## src/rtl/key_loader.sv

```systemverilog
// ============================================================================
// key_loader : serial-in, write-once key delivery stage for a locked netlist.
// Optional parity check enabled by `define KEY_LOADER_PARITY_EN.
// Revision   : 1.0
// ============================================================================
`default_nettype none

module key_loader #(
  parameter int KEY_WIDTH = 4
) (
  input  logic                 clk,
  input  logic                 rst,
  input  logic                 load_start,
  input  logic                 ser_valid,
  input  logic                 ser_in,
  output logic [KEY_WIDTH-1:0] key_out,
  output logic                 key_ready,
  output logic                 busy,
  output logic                 err
);

  localparam int CW = $clog2(KEY_WIDTH + 2);

`ifdef KEY_LOADER_PARITY_EN
  localparam int C_NBITS = KEY_WIDTH + 1;
`else
  localparam int C_NBITS = KEY_WIDTH;
`endif

  localparam logic [CW-1:0] C_LAST = CW'(C_NBITS - 1);

  localparam logic [1:0] S_IDLE  = 2'd0;
  localparam logic [1:0] S_SHIFT = 2'd1;
  localparam logic [1:0] S_CHECK = 2'd2;
  localparam logic [1:0] S_DONE  = 2'd3;

  logic [1:0]           r_state;
  logic [CW-1:0]        r_cnt;
  logic [KEY_WIDTH-1:0] r_shadow;
  logic [KEY_WIDTH-1:0] r_key;
  logic                 r_ready;
  logic                 w_pass;

`ifdef KEY_LOADER_PARITY_EN
  logic r_par;
  logic r_err;
  // Even parity across key bits plus the trailing parity bit.
  assign w_pass = ((^r_shadow) == r_par);
`else
  assign w_pass = 1'b1;
`endif

  always_ff @(posedge clk) begin
    if (rst) begin
      r_state  <= S_IDLE;
      r_cnt    <= '0;
      r_shadow <= '0;
      r_key    <= '0;
      r_ready  <= 1'b0;
`ifdef KEY_LOADER_PARITY_EN
      r_par    <= 1'b0;
      r_err    <= 1'b0;
`endif
    end else begin
      case (r_state)
        S_IDLE: begin
          if (load_start) begin
            r_state  <= S_SHIFT;
            r_cnt    <= '0;
            r_shadow <= '0;
`ifdef KEY_LOADER_PARITY_EN
            r_par    <= 1'b0;
            r_err    <= 1'b0;
`endif
          end
        end
        S_SHIFT: begin
          if (load_start) begin
            r_cnt    <= '0;
            r_shadow <= '0;
`ifdef KEY_LOADER_PARITY_EN
            r_par    <= 1'b0;
`endif
          end else if (ser_valid) begin
            for (int i = 0; i < KEY_WIDTH; i++) begin
              if (r_cnt == CW'(i)) r_shadow[i] <= ser_in;
            end
`ifdef KEY_LOADER_PARITY_EN
            if (r_cnt == CW'(KEY_WIDTH)) r_par <= ser_in;
`endif
            // Counter holds on the final bit so it never passes KEY_WIDTH.
            if (r_cnt == C_LAST) r_state <= S_CHECK;
            else                 r_cnt   <= r_cnt + 1'b1;
          end
        end
        S_CHECK: begin
          if (w_pass) begin
            r_key   <= r_shadow;
            r_ready <= 1'b1;
            r_state <= S_DONE;
          end else begin
`ifdef KEY_LOADER_PARITY_EN
            r_err   <= 1'b1;
`endif
            r_state <= S_IDLE;
          end
        end
        default: r_state <= S_DONE;
      endcase
    end
  end

  assign key_out   = r_key;
  assign key_ready = r_ready;
  assign busy      = (r_state == S_SHIFT) || (r_state == S_CHECK);
`ifdef KEY_LOADER_PARITY_EN
  assign err       = r_err;
`else
  assign err       = 1'b0;
`endif

endmodule

`default_nettype wire
```

## config.mk

```make
export PLATFORM = sky130hd
export DESIGN_NAME = key_loader
export DESIGN_NICKNAME = d
export VERILOG_FILES = /design/src/rtl/key_loader.sv
export SDC_FILE = /design/constraint.sdc
export NUM_CORES = 1
export LEC_CHECK = 0
export ABC_CLOCK_PERIOD_IN_PS = 1490
export CAP_MARGIN = 40
export CORE_MARGIN = 3
export CORE_UTILIZATION = 45
export DETAILED_ROUTE_END_ITERATION = 7
export GPL_TIMING_DRIVEN = 0
export PLACE_DENSITY = 0.77
export REMOVE_ABC_BUFFERS = 1
export SYNTH_ARGS = -nofsm -noshare
export SYNTH_HDL_FRONTEND = slang
export SYNTH_SLANG_ARGS = --single-unit
```

## constraint.sdc

```tcl
create_clock -name clk -period 1.49 [get_ports clk]
set_input_delay 0.149 -clock clk [delete_from_list [all_inputs] [get_ports clk]]
set_output_delay 0.149 -clock clk [all_outputs]
set_load 0.02 [all_outputs]
```

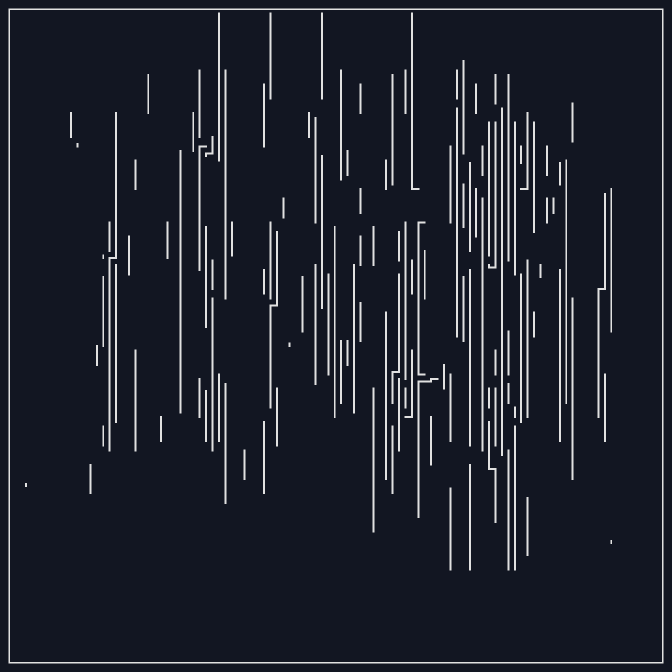
*Met2 routing*
The layer carries 773 um of wire. 92 nets have wire on it. The longest straight run is 24.8 um. The layer holds 48% of the routed length.

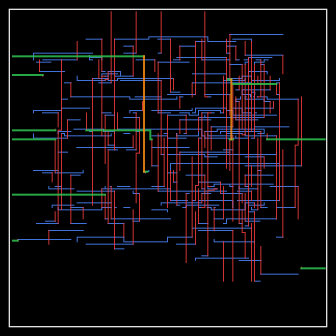
*Metal layers overlaid*
Blue marks M1, wire length 743 um. Green marks M3, wire length 80.5 um. Orange marks M4, wire length 25.8 um. Red marks M2, wire length 773 um.

==> summary.txt <==
run results: Chip Width 46.64 um, die y size 46.64 um, Vias per Instance 5.333, top cell types by occurrence after synthesis 14 x sky130_fd_sc_hd__dfxtp_1, 10 x sky130_fd_sc_hd__nor2_1, 9 x sky130_fd_sc_hd__ha_1, violated checks setup timing, cell count after placement 104, area of the mapped netlist 743.2 sq um, total leakage power 0.4079 nW, post-detail-place hpwl 1031 um, Die Size 2175 sq um, ao+oa area frac 12.63%, Insertion Delay late pin 0.29 ns, fraction of power spent switching nets 37.58%, clock buffer depth 2, Reg2Reg Capture Point r_shadow[0], count of antenna-violating nets left after detailed routing 0, OpenROAD warning count 33, remaining design rule violation count 0, relative slew slack 60.84%, filler-free cell count of the finished design 117, switching component of the power 0.6344 mW, maximum operating frequency 658.4 MHz, final setup vio count 4, Combinational Power 0.933 mW, Post-Place Worst Slack -0.2051 ns, CTS hold repair buffers 0, met2 usage 25.00%, maximum fanout along the worst path 4, run status finished, violations left, final critical-path setup slack -0.02874 ns, kind of end point of the critical path flop, XOR/XNOR Fraction of Synth Area 0%, capture point of the worst path r_shadow[0], buffers added on ports 10, syn_area_per_cell 9.175 sq um, overall global routing resource usage 15.97%, Clk pwr share 16.5%, area figure in the yosys stat output 743.2 sq um, Synth area leader sky130_fd_sc_hd__dfxtp_1, routed wire length 1622 um, fin crit period 1.519 ns, power per standard cell area 1606 nW/um^2
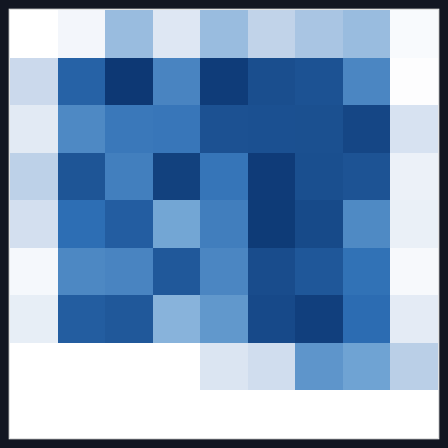
*Placement density heat map*
The die is cut into 9 by 9 equal tiles; white is low, dark blue is high, 0 to 100% covered.
19% of the tiles are nearly empty. The emptiest ninth of the die: south-west. 32% of the tiles are over 75% full. The fullest tile reaches 97%. The mean over all tiles is 47%.
core region area: 1524 sq um
final core occ: 68.97%

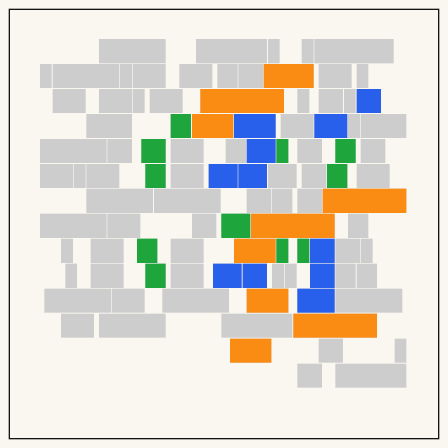
*Logic cells by family*
Green marks nand cells, cells 11, most used nand2b_1. Orange marks fa/ha/maj cells, cells 9. Blue marks aoi and oai cells, cells 11, most used a21oi_2.

-- worst max-delay path, delay by kind of cell (launching register included) --
kind                       cells  cell delay (ns)
AOI/OAI and AO/OA              2             0.55
muxes                          1             0.19
adders and majority gates      1             0.15
DFF                            1             0.36
and+or+nand+nor                1             0.12
buffers and inverters          1             0.05
-- what timing repair did --
action                     4_1_cts  5_1_grt
hold endpoints to repair         0        0
gates resized                   24        8
gates cloned                     0        0
setup buffers                    6        3
pin swaps                        4        4
setup endpoints to repair       10       10
-- final cells by class --
type	instances	area, sq um
multi-input combinational	56	506.7
tap	16	20.02
fill	124	473.0
timing repair buffer	19	167.7
clock buffer	4	36.28
sequential	14	287.8
inverter	8	32.53
-- cells in the final DEF, fill, tap and decap left out, types with 2 or more instances in the layout --
cell type	netlist	layout
sky130_fd_sc_hd__or3_1	2	2
sky130_fd_sc_hd__dfxtp_1	14	10
sky130_fd_sc_hd__ha_1	9	4
sky130_fd_sc_hd__mux2i_1	8	8
sky130_fd_sc_hd__dfxtp_2	0	3
sky130_fd_sc_hd__a21oi_2	0	4
sky130_fd_sc_hd__o31ai_1	3	3
sky130_fd_sc_hd__inv_1	7	3
sky130_fd_sc_hd__nor2_1	10	8
sky130_fd_sc_hd__clkbuf_4	0	3
sky130_fd_sc_hd__ha_4	0	4
sky130_fd_sc_hd__clkdlybuf4s50_1	0	9
sky130_fd_sc_hd__nor2_2	0	2
sky130_fd_sc_hd__inv_2	1	4
sky130_fd_sc_hd__buf_4	1	9
sky130_fd_sc_hd__nand2b_1	5	5
sky130_fd_sc_hd__nand2_1	3	3
-- per-stage QoR --
step / util [%] / cell area, sq um
final: 68.97 / 1051
after global routing: 68.97 / 1051
after CTS: 65.85 / 1003
after detailed placement: 55.67 / 848.3
after global placement: 55.67 / 848.3
after floorplan: - / 728.2
No activity file was given, so power comes from the tool's default toggle rates.
